[config.mk]
export PLATFORM = sky130hd
export DESIGN_NAME = uart_tx_fifo
export DESIGN_NICKNAME = d
export VERILOG_FILES = /design/src/rtl/uart_tx_fifo.sv
export SDC_FILE = /design/constraint.sdc
export NUM_CORES = 1
export LEC_CHECK = 0
export CORE_MARGIN = 2
export CORE_UTILIZATION = 65
export DETAILED_ROUTE_END_ITERATION = 8
export PLACE_DENSITY = 0.88
export SYNTH_ARGS = -nofsm -noshare
export SYNTH_HDL_FRONTEND = slang
export SYNTH_SLANG_ARGS = --single-unit
export TNS_END_PERCENT = 100
[constraint.sdc]
create_clock -name sysclk -period 4.3 [get_ports sysclk]
set_input_delay 0.86 -clock sysclk [delete_from_list [all_inputs] [get_ports sysclk]]
set_output_delay 0.86 -clock sysclk [all_outputs]
set_load 0.005 [all_outputs]
[src/rtl/uart_tx_fifo.sv]
// Single-clock 8N1 UART transmitter with baud generator and write FIFO.
// Optional even-parity bit between data and stop: define UART_TX_PARITY_EN.
module uart_tx_fifo #(
  parameter int unsigned CLK_FREQ   = 100000000,
  parameter int unsigned BAUD       = 9600,
  parameter int unsigned FIFO_DEPTH = 8,
  parameter int unsigned AW         = 3
) (
  input  logic          sysclk,
  input  logic          reset,
  input  logic [7:0]    TX_DATA,
  input  logic          TX_WE,
  output logic          TX_FULL,
  output logic          TX_EMPTY,
  output logic [AW:0]   TX_COUNT,
  output logic          TX_STATUS,
  output logic          TX_OVF,
  output logic          PC_Uart_txd
);

  localparam int unsigned   DIV     = CLK_FREQ / BAUD;
  localparam int unsigned   CW      = $clog2(DIV);
  localparam logic [CW-1:0] CNT_MAX = CW'(DIV - 1);
  localparam logic [AW:0]   DEPTH_C = (AW+1)'(FIFO_DEPTH);

  typedef enum logic [2:0] {
    S_IDLE,
    S_START,
    S_DATA,
`ifdef UART_TX_PARITY_EN
    S_PARITY,
`endif
    S_STOP
  } state_t;

  logic [7:0]    mem [FIFO_DEPTH];
  logic [AW-1:0] wr_ptr, rd_ptr;
  logic [AW:0]   count, count_next;
  logic          push, pop, bit_end, idle_next;
  state_t        state;
  logic [7:0]    shift;
  logic [2:0]    bit_idx;
  logic [CW-1:0] baud_cnt;
`ifdef UART_TX_PARITY_EN
  logic          parity;
`endif

  assign TX_COUNT = count;
  assign TX_FULL  = (count == DEPTH_C);
  assign TX_EMPTY = (count == '0);
  assign bit_end  = (baud_cnt == CNT_MAX);
  assign push     = TX_WE && !TX_FULL;
  // Pop from IDLE, or straight out of STOP so queued frames run back to back.
  assign pop      = !TX_EMPTY && ((state == S_IDLE) || ((state == S_STOP) && bit_end));

  always_comb begin
    count_next = count;
    if (push && !pop)
      count_next = count + 1'b1;
    else if (pop && !push)
      count_next = count - 1'b1;
    idle_next = !pop && ((state == S_IDLE) || ((state == S_STOP) && bit_end));
  end

  always_ff @(posedge sysclk) begin
    if (push)
      mem[wr_ptr] <= TX_DATA;
  end

  always_ff @(posedge sysclk or posedge reset) begin
    if (reset) begin
      wr_ptr <= '0;
      rd_ptr <= '0;
      count  <= '0;
      TX_OVF <= 1'b0;
    end else begin
      if (push)
        wr_ptr <= wr_ptr + 1'b1;
      if (pop)
        rd_ptr <= rd_ptr + 1'b1;
      count <= count_next;
      if (TX_WE && TX_FULL)
        TX_OVF <= 1'b1;
    end
  end

  always_ff @(posedge sysclk or posedge reset) begin
    if (reset) begin
      state       <= S_IDLE;
      PC_Uart_txd <= 1'b1;
      TX_STATUS   <= 1'b1;
      shift       <= '0;
      bit_idx     <= '0;
      baud_cnt    <= '0;
`ifdef UART_TX_PARITY_EN
      parity      <= 1'b0;
`endif
    end else begin
      TX_STATUS <= idle_next && (count_next == '0);
      if (pop) begin
        shift       <= mem[rd_ptr];
`ifdef UART_TX_PARITY_EN
        parity      <= ^mem[rd_ptr];
`endif
        baud_cnt    <= '0;
        bit_idx     <= '0;
        PC_Uart_txd <= 1'b0;
        state       <= S_START;
      end else begin
        baud_cnt <= (state == S_IDLE || bit_end) ? '0 : baud_cnt + 1'b1;
        case (state)
          S_IDLE: PC_Uart_txd <= 1'b1;
          S_START: begin
            if (bit_end) begin
              state       <= S_DATA;
              bit_idx     <= '0;
              PC_Uart_txd <= shift[0];
            end
          end
          S_DATA: begin
            if (bit_end) begin
              shift <= shift >> 1;
              if (bit_idx == 3'd7) begin
`ifdef UART_TX_PARITY_EN
                state       <= S_PARITY;
                PC_Uart_txd <= parity;
`else
                state       <= S_STOP;
                PC_Uart_txd <= 1'b1;
`endif
              end else begin
                bit_idx     <= bit_idx + 1'b1;
                PC_Uart_txd <= shift[1];
              end
            end
          end
`ifdef UART_TX_PARITY_EN
          S_PARITY: begin
            if (bit_end) begin
              state       <= S_STOP;
              PC_Uart_txd <= 1'b1;
            end
          end
`endif
          S_STOP: begin
            if (bit_end) begin
              state       <= S_IDLE;
              PC_Uart_txd <= 1'b1;
            end
          end
          default: begin
            state       <= S_IDLE;
            PC_Uart_txd <= 1'b1;
          end
        endcase
      end
    end
  end

endmodule

Fig. 1: run 1, placed cells, one color a class
The bar under the picture is 20 microns long. Fill, decap, tap and diode cells in gray.
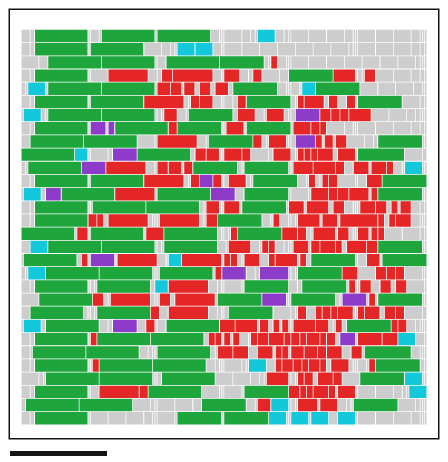
legend:
  clock drivers and dummy loads:
    color: purple
    cells: 16
  remaining buffers and delay cells:
    color: cyan
    cells: 23
  remaining logic cells:
    color: red
    cells: 211
  registers:
    color: green
    cells: 104

Fig. 2: run 1, M1 wires
Supply wires on this layer in gray.
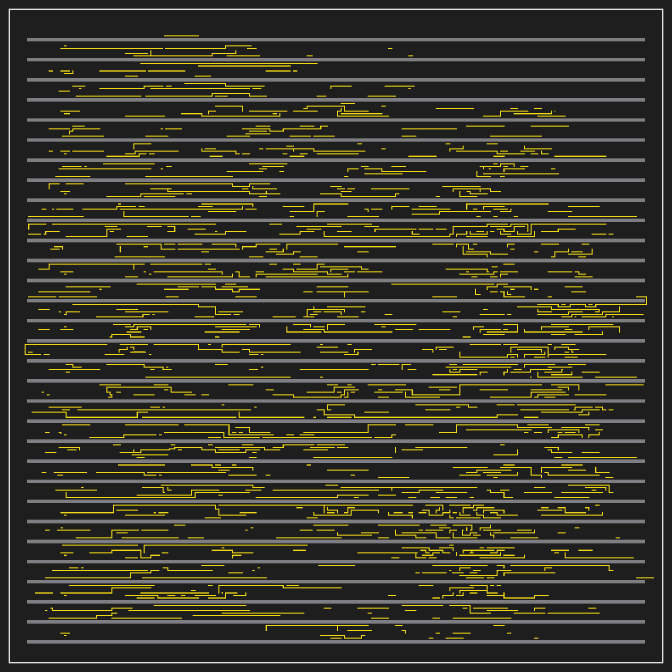
nets with wire on the layer: 341
longest straight run: 26.2 microns
wire length on this layer: 3400 microns

==> tab_implementation.tex, run 1 <==
% Synthesis and place-and-route results
\begin{tabular}{lr}
\hline
Metric & Value \\
\hline
\multicolumn{2}{l}{\textbf{Status}} \\
\quad Status & finished clean \\
\multicolumn{2}{l}{\textbf{Power}} \\
\quad Pleak & 1.950 nW \\
\quad Sequential share of power & 57.6\% \\
\quad IR Drop Worst-Case VDD & 0.0003123 V \\
\multicolumn{2}{l}{\textbf{Yosys}} \\
\quad Async set-reset flop share out of synthesis & 38.46\% \\
\quad Share of the yosys chip area belonging to registers & 63.27\% \\
\quad AND/OR/NAND/NOR Cells, Area Fraction & 11.53\% \\
\quad Share of synthesized cell area in and-or and or-and compound cells & 6.252\% \\
\quad Cell area after synthesis & 4623 sq um \\
\quad Count of flip-flops with a built-in enable after synthesis & 64 \\
\quad Area fraction in mux cells & 10.91\% \\
\multicolumn{2}{l}{\textbf{Global routing}} \\
\quad Most utilized layer in the global route result & met2 \\
\quad GR Util met1 & 30.30\% \\
\quad Global-route wire length before repair & 13380 microns \\
\multicolumn{2}{l}{\textbf{CTS}} \\
\quad Number of buffers added by the clock tree synthesis step & 9 \\
\quad Insertion delay to the later sink of the worst-skew pair & 0.37 ns \\
\quad CTS tree & built \\
\quad Register clock-pin slew on the reported worst setup and hold paths & 0.10 ns \\
\quad CTS Root Buffer Type & sky130\_fd\_sc\_hd\_\_clkbuf\_8 \\
\quad Clock Sink Count & 104 \\
\multicolumn{2}{l}{\textbf{Drt}} \\
\quad Total Wirelength & 8303 microns \\
\quad First-pass detailed-route iteration total & 4 \\
\multicolumn{2}{l}{\textbf{Finish}} \\
\quad P\&R area growth vs syn & 10.23\% \\
\quad Number of antenna repair diodes & 0 \\
\quad Net total in the final layout & 371 \\
\multicolumn{2}{l}{\textbf{Place}} \\
\quad Pre-CTS worst setup slack & 1.225 ns \\
\quad Total placed instance area & 4907 sq um \\
\multicolumn{2}{l}{\textbf{Critical path}} \\
\quad Arrival time at the worst endpoint & 2.34 ns \\
\quad Critical path startpoint category & register \\
\multicolumn{2}{l}{\textbf{Final timing}} \\
\quad Count of endpoints failing setup in the final report & 0 \\
\quad Final clock period utilization by the worst path & 74.41\% \\
\quad Final hold slack & 0.4616 ns \\
\quad Total Neg Setup Slack & 0 ns \\
\multicolumn{2}{l}{\textbf{Worst hold path}} \\
\quad Hold/Removal Path Class & register to register \\
\multicolumn{2}{l}{\textbf{Floorplan}} \\
\quad Count of standard-cell rows & 30 \\
\quad Share of the core filled by cells before placement & 67.67\% \\
\hline
\end{tabular}
Fig. 3: run 1, routed metal per tile
The die is cut into 18 by 18 equal tiles; black is low, pale yellow is high, scaled to the fullest tile. Values are wire area over tile area, all layers added.
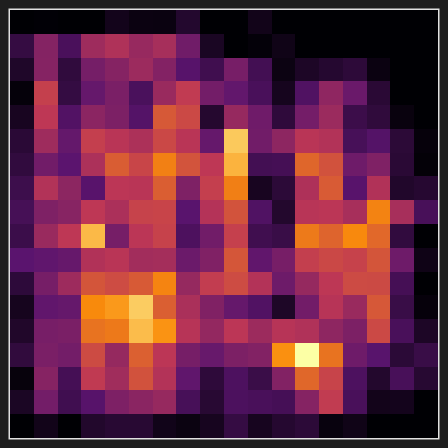
emptiest ninth of the die: north-east
fullest tile: 0.56
nearly empty tiles: 12%
mean over tiles: 0.17
tiles over half the peak: 20%

-- run 1: cell type report --
type,count,area (sq um)
Sequential cell,104,2925
Fill cell,455,1735
Multi-Input combinational cell,201,1604
Timing Repair Buffer,23,220.2
Clock buffer,10,127.6
Tap cell,96,120.1
Clock inverter,6,61.31
Inverter,10,37.54
-- run 1: cells in the final DEF (no fill, tap or decap), drive strengths merged, types with 9 or more instances in the layout --
master	n
clkdlybuf4s50	19
mux4	16
nand2	22
dfrtp	38
a21oi	17
edfxtp	64
nor2	25
xnor2	10
mux2i	11
inv	13
ha	11
clkbuf	10
nand2b	9
-- run 1: worst max-delay path, delay by kind of cell, from the launching register on --
family	cells	cell delay (ns)
buffers and inverters	2	0.71
DFF	1	0.47
adders and majority gates	1	0.29
and+or+nand+nor	2	0.51
## Run 2: what changed since run 1
- CORE_UTILIZATION: 65 -> 60
- PLACE_DENSITY: 0.88 -> 0.82
- clock period: 4.3 -> 3 ns (I/O delays scaled with it)
Fig. 4: run 2, placed cells, one color a class
The bar under the picture is 20 microns long. Fill, decap, tap and diode cells in gray.
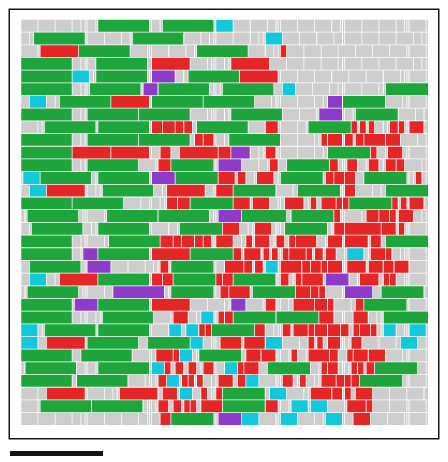
legend:
  registers:
    color: green
    cells: 104
  remaining logic cells:
    color: red
    cells: 211
  clock drivers and dummy loads:
    color: purple
    cells: 16
  remaining buffers and delay cells:
    color: cyan
    cells: 32

==> run 2 against run 1 <==
  * Sequential power is 42% higher
  * Combinational power is 52% higher
  * Largest power group unchanged
  * Highest routed layer unchanged
  * Via count stayed put
  * Synthesized area stayed put
==> tab_implementation.tex, run 2 <==
% Synthesis and place-and-route results
\begin{tabular}{lr}
\hline
Metric & Value \\
\hline
\multicolumn{2}{l}{\textbf{Yosys}} \\
\quad Main flop type & sky130\_fd\_sc\_hd\_\_edfxtp\_1 \\
\quad Flops \& latches, synth & 104 \\
\quad Share of synthesized cell area in and-or and or-and compound cells & 6.252\% (unchanged) \\
\quad Share of the yosys chip area belonging to registers & 63.27\% (unchanged) \\
\quad Count of flip-flops with a built-in enable after synthesis & 64 (unchanged) \\
\quad Synth cell count leaders & sky130\_fd\_sc\_hd\_\_edfxtp\_1, sky130\_fd\_sc\_hd\_\_dfrtp\_1, sky130\_fd\_sc\_hd\_\_nor2\_1, sky130\_fd\_sc\_hd\_\_nand2\_1, sky130\_fd\_sc\_hd\_\_mux4\_2 \\
\quad Cell area after synthesis & 4623 sq um (unchanged) \\
\quad Number of nets at floorplan & 349 \\
\quad Dominant combinational cell family by area after synthesis & simple AND/OR/NAND/NOR gates \\
\quad Area fraction in mux cells & 10.91\% (unchanged) \\
\quad AND/OR/NAND/NOR Cells, Area Fraction & 11.53\% (unchanged) \\
\quad Yosys-reported design area after synthesis & 4623 sq um \\
\quad Cells in synth\_stat.txt & 327 \\
\quad Yosys xor share & 3.031\% \\
\quad Async set-reset flop share out of synthesis & 38.46\% (unchanged) \\
\multicolumn{2}{l}{\textbf{Final timing}} \\
\quad Final clock period utilization by the worst path & 89.92\% \\
\quad Transition time of the tightest slew-check pin & 0.8478 ns \\
\quad Final Worst Setup Slack & 0.3023 ns \\
\quad Total Neg Setup Slack & 0 ns (unchanged) \\
\quad Max-slew headroom at the worst pin & 43.48\% \\
\quad Fmax achieved & 0.3707 GHz \\
\quad Max-slew violation total from the final report & 0 \\
\quad Worst setup skew after layout & 0.01756 ns \\
\quad Count of endpoints failing setup in the final report & 0 (unchanged) \\
\quad Final hold slack & 0.4617 ns (+0.00007500 ns) \\
\multicolumn{2}{l}{\textbf{Critical path}} \\
\quad Endpoint of the most critical setup path & TX\_EMPTY \\
\quad Arrival time at the worst endpoint & 2.10 ns (-0.24 ns) \\
\quad Critical path startpoint category & register \\
\quad Timing startpoint of the critical path & TX\_COUNT[0] \\
\quad Cell class contributing the biggest share of worst-path delay & buffers and inverters \\
\quad Delay of the slowest cell on the worst path & 0.50 ns \\
\quad Worst path buffer plus inverter count & 3 (+1) \\
\quad Number of cells on the critical path & 6 (+1) \\
\quad Kind of end point of the critical path & primary output \\
\multicolumn{2}{l}{\textbf{Place}} \\
\quad Post-placement cell count & 449 \\
\quad Pre-CTS worst setup slack & 0.4285 ns (-0.7962 ns) \\
\quad Post-DP HPWL & 5355 microns \\
\quad Total placed instance area & 4982 sq um (+1.5\%) \\
\multicolumn{2}{l}{\textbf{CTS}} \\
\quad CTS tree & built \\
\quad Hold buffers post-CTS & 0 \\
\quad Insertion delay to the later sink of the worst-skew pair & 0.38 ns (about the same) \\
\quad Number of buffers added by the clock tree synthesis step & 9 (unchanged) \\
\quad CTS Root Buffer Type & sky130\_fd\_sc\_hd\_\_clkbuf\_8 \\
\quad Clock Sink Count & 104 (unchanged) \\
\quad Register clock-pin slew on the reported worst setup and hold paths & 0.10 ns (about the same) \\
\quad Number of buffers on the longest clock path & 2 \\
\quad Cell resize tally after clock tree synthesis & 0 \\
\quad Maximum level of the CTS H-tree & 3 \\
\multicolumn{2}{l}{\textbf{Status}} \\
\quad Status & finished clean \\
\multicolumn{2}{l}{\textbf{Drt}} \\
\quad Total Wirelength & 8163 microns (-1.7\%) \\
\quad Number of DRC violations after detailed routing & 0 \\
\quad First-pass detailed-route iteration total & 4 (unchanged) \\
\multicolumn{2}{l}{\textbf{Power}} \\
\quad Internal power summed over all cells & 2.418 mW \\
\quad Combinational-cell power consumption & 0.581 mW \\
\quad Clock group share of total power & 27.5\% \\
\quad Pleak & 2.014 nW (+3.3\%) \\
\quad IR Drop Worst-Case VDD & 0.0004657 V (+49\%) \\
\quad Sequential share of power & 55.1\% (-2.5 points) \\
\quad Switching power as a share of total power & 27.56\% \\
\quad Net Sw Power & 0.9202 mW \\
\multicolumn{2}{l}{\textbf{Finish}} \\
\quad Share of cells above drive strength 1 & 15.70\% \\
\quad P\&R area growth vs syn & 12.45\% \\
\quad Share of the core filled with cells & 68.34\% \\
\quad Most frequent cells in the layout & sky130\_fd\_sc\_hd\_\_edfxtp\_1, sky130\_fd\_sc\_hd\_\_dfrtp\_1, sky130\_fd\_sc\_hd\_\_nor2\_1 \\
\quad Fill cells & 546 (+20\%) \\
\quad Final Cell Area & 5199 sq um \\
\quad Net total in the final layout & 380 (+2.4\%) \\
\quad Most common library cell in the layout ignoring fill and taps & sky130\_fd\_sc\_hd\_\_edfxtp\_1 \\
\quad Number of antenna repair diodes & 0 (unchanged) \\
\multicolumn{2}{l}{\textbf{Worst hold path}} \\
\quad WHS Path Cells & 1 \\
\quad Hold/Removal Path Class & register to register \\
\quad Worst Hold End & TX\_OVF \\
\multicolumn{2}{l}{\textbf{Floorplan}} \\
\quad Vert. Die Dim & 91.78 microns \\
\quad Count of standard-cell rows & 32 (+6.7\%) \\
\quad Share of the core filled by cells before placement & 60.77\% (-6.9 points) \\
\multicolumn{2}{l}{\textbf{Global routing}} \\
\quad Total global-route track usage & 21.66\% \\
\quad Global-route wire length before repair & 13730 microns (+2.6\%) \\
\quad Initial antenna violation count & 0 \\
\quad Sum of overflow across all layers after global routing & 0 \\
\quad Pin count of the biggest net entering global routing & 41 \\
\quad Vias in the first global route & 2701 \\
\hline
\end{tabular}
==> run 2: cell counts after synthesis <==
Identical to the previous run, type by type.
==> run 2: area by class of cell <==
cell class	instances	area [sq um]	area share, %
sequential	104	2925	56.27
multi-input combinational	201	1604	30.85
timing repair buffer	32	287.8	5.535
tap	102	127.6	2.455
clock buffer	9	123.9	2.383
clock inverter	7	92.59	1.781
inverter	10	37.54	0.7220
==> run 2: metal layers <==
metal | vias up | global-route usage (%) | part of all wire (%)
li1 | 1289 | - | -
met1 | 1347 | 28.34 | 44
met2 | 34 | 36.34 | 51
met3 | 11 | 4.848 | 3.2
met4 | 0 | 7.214 | 1.6
met5 | - | 0 | 0
## Run 3: what changed since run 2
- PLACE_DENSITY: 0.82 -> 0.79
Fig. 5: run 3, routed metal per tile
The die is cut into 18 by 18 equal tiles; black is low, pale yellow is high, scaled to the fullest tile. Values are wire area over tile area, all layers added.
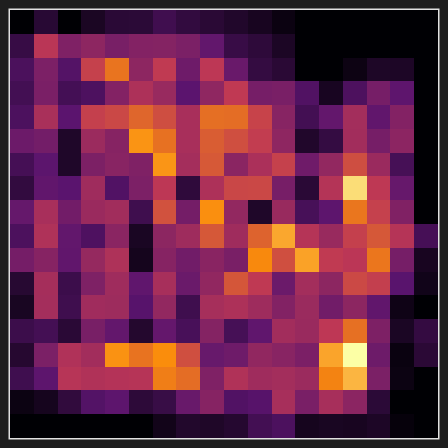
nearly empty tiles: 11%
mean over tiles: 0.14
emptiest ninth of the die: north-east
fullest tile: 0.47

==> run 3 against run 2 <==
  * Final area fell by 0.79%
  * Hold slack improved by 0.016 ns
  * First-iteration DRC count down 34%
  * Critical path type unchanged
  * Sequential power is essentially flat
  * Combinational power hardly changed
  * Core utilization decreased by 0.54 points
  * Non-clock buffer count down 1
  * Critical endpoint unchanged
  * Critical path depth stayed put
  * Maximum frequency decreased by 0.31%
==> tab_implementation.tex, run 3 <==
% Synthesis and place-and-route results
\begin{tabular}{lr}
\hline
Metric & Value \\
\hline
\multicolumn{2}{l}{\textbf{CTS}} \\
\quad CTS tree & built \\
\quad Number of buffers on the longest clock path & 2 (unchanged) \\
\quad Maximum level of the CTS H-tree & 3 (unchanged) \\
\quad Hold buffers post-CTS & 0 (unchanged) \\
\quad CTS Root Buffer Type & sky130\_fd\_sc\_hd\_\_clkbuf\_8 \\
\quad Register clock-pin slew on the reported worst setup and hold paths & 0.09 ns (about the same) \\
\quad Number of buffers added by the clock tree synthesis step & 9 (unchanged) \\
\multicolumn{2}{l}{\textbf{Final timing}} \\
\quad Fmax achieved & 0.3695 GHz (-0.31\%) \\
\quad Final clock period utilization by the worst path & 90.20\% (+0.28 points) \\
\quad Max-slew headroom at the worst pin & 46.53\% (+3.1 points) \\
\quad Worst setup skew after layout & 0.01614 ns (-0.001422 ns) \\
\quad Count of endpoints failing setup in the final report & 0 (unchanged) \\
\quad Final Worst Setup Slack & 0.2939 ns (-0.008360 ns) \\
\quad Total Neg Setup Slack & 0 ns (unchanged) \\
\multicolumn{2}{l}{\textbf{Global routing}} \\
\quad Initial antenna violation count & 0 (unchanged) \\
\quad Total global-route track usage & 20.34\% (-1.3 points) \\
\quad Global-route wire length before repair & 12850 microns (-6.4\%) \\
\quad Vias in the first global route & 2636 (-2.4\%) \\
\quad Sum of overflow across all layers after global routing & 0 (unchanged) \\
\multicolumn{2}{l}{\textbf{Power}} \\
\quad Internal power summed over all cells & 2.331 mW (-3.6\%) \\
\quad Switching power as a share of total power & 27.78\% (+0.21 points) \\
\quad IR Drop Worst-Case VDD & 0.0005277 V (+13\%) \\
\quad Combinational-cell power consumption & 0.579 mW (about the same) \\
\quad Pleak & 1.994 nW (-1.0\%) \\
\quad Net Sw Power & 0.8964 mW (-2.6\%) \\
\quad Clock group share of total power & 25.0\% (-2.5 points) \\
\multicolumn{2}{l}{\textbf{Status}} \\
\quad Status & finished clean \\
\multicolumn{2}{l}{\textbf{Critical path}} \\
\quad Number of cells on the critical path & 6 (unchanged) \\
\quad Worst path buffer plus inverter count & 3 (unchanged) \\
\quad Critical path startpoint category & register \\
\quad Critical path fanouts, max & 8 \\
\quad Delay of the slowest cell on the worst path & 0.50 ns (about the same) \\
\quad Endpoint of the most critical setup path & TX\_EMPTY \\
\quad Timing startpoint of the critical path & TX\_COUNT[0] \\
\quad Arrival time at the worst endpoint & 2.11 ns (about the same) \\
\multicolumn{2}{l}{\textbf{Floorplan}} \\
\quad Vert. Die Dim & 91.78 microns (unchanged) \\
\quad Area of the core & 7607 sq um \\
\quad Count of standard-cell rows & 32 (unchanged) \\
\quad Share of the core filled by cells before placement & 60.77\% (unchanged) \\
\multicolumn{2}{l}{\textbf{Yosys}} \\
\quad Cell with the most instances after synthesis & sky130\_fd\_sc\_hd\_\_edfxtp\_1 \\
\quad Yosys xor share & 3.031\% (unchanged) \\
\quad AND/OR/NAND/NOR Cells, Area Fraction & 11.53\% (unchanged) \\
\quad Flops \& latches, synth & 104 (unchanged) \\
\quad Count of flip-flops with a built-in enable after synthesis & 64 (unchanged) \\
\quad Synth cell count leaders & sky130\_fd\_sc\_hd\_\_edfxtp\_1, sky130\_fd\_sc\_hd\_\_dfrtp\_1, sky130\_fd\_sc\_hd\_\_nor2\_1, sky130\_fd\_sc\_hd\_\_nand2\_1, sky130\_fd\_sc\_hd\_\_mux4\_2 \\
\quad Dominant combinational cell family by area after synthesis & simple AND/OR/NAND/NOR gates \\
\quad Cell area after synthesis & 4623 sq um (unchanged) \\
\quad Cells in synth\_stat.txt & 327 (unchanged) \\
\quad Share of synthesized cell area in and-or and or-and compound cells & 6.252\% (unchanged) \\
\quad Yosys-reported design area after synthesis & 4623 sq um (unchanged) \\
\quad Number of nets at floorplan & 349 (unchanged) \\
\quad Area fraction in mux cells & 10.91\% (unchanged) \\
\quad Async set-reset flop share out of synthesis & 38.46\% (unchanged) \\
\quad Share of the yosys chip area belonging to registers & 63.27\% (unchanged) \\
\multicolumn{2}{l}{\textbf{Finish}} \\
\quad Most frequent cells in the layout & sky130\_fd\_sc\_hd\_\_edfxtp\_1, sky130\_fd\_sc\_hd\_\_dfrtp\_1, sky130\_fd\_sc\_hd\_\_nor2\_1 \\
\quad P\&R area growth vs syn & 11.56\% \\
\quad Share of the core filled with cells & 67.80\% (-0.54 points) \\
\quad Fill cells & 532 (-2.6\%) \\
\quad Final Cell Area & 5157 sq um (-0.79\%) \\
\quad Number of antenna repair diodes & 0 (unchanged) \\
\quad Most common library cell in the layout ignoring fill and taps & sky130\_fd\_sc\_hd\_\_edfxtp\_1 \\
\quad Share of cells above drive strength 1 & 15.19\% (-0.51 points) \\
\quad Flip-flop count of the largest register, all copies and words added & 64 \\
\quad Net total in the final layout & 379 (-0.26\%) \\
\multicolumn{2}{l}{\textbf{Worst hold path}} \\
\quad Hold/Removal Path Class & register to register \\
\quad WHS Path Cells & 1 (unchanged) \\
\quad Worst Hold End & TX\_OVF \\
\multicolumn{2}{l}{\textbf{Drt}} \\
\quad Number of DRC violations after detailed routing & 0 (unchanged) \\
\quad Total Wirelength & 7723 microns (-5.4\%) \\
\multicolumn{2}{l}{\textbf{Place}} \\
\quad Pre-CTS worst setup slack & 0.4576 ns (+0.02918 ns) \\
\hline
\end{tabular}
[run 3: final cells by class]
type	count	area, sq um	share of cell area, %
repair buffers	31	280.3	5.434
flip-flops and latches	104	2925	56.72
clock inverters	6	55.05	1.067
well taps	102	127.6	2.475
inverters	10	37.54	0.7278
clock buffers	10	127.6	2.475
multi-input cells	201	1604	31.10
[run 3: layer usage]
metal	GRT usage [%]	wire, microns	share of wire, %	up-vias
met5	0	0	0	-
met3	5.012	341	4.4	17
met1	25.26	3244	42	1323
met4	9.701	161	2.1	0
met2	33.76	3976	51	49
li1	-	-	-	1281
[run 3: per-stage QoR]
step                      cells  hold slack, ns
after floorplan             327          0.4479
after global placement      448          0.4365
after detailed placement    448          0.4627
after CTS                   464          0.4847
after global routing        464          0.5044
final                       464          0.4776
Power is estimated from default activity; no workload was simulated.
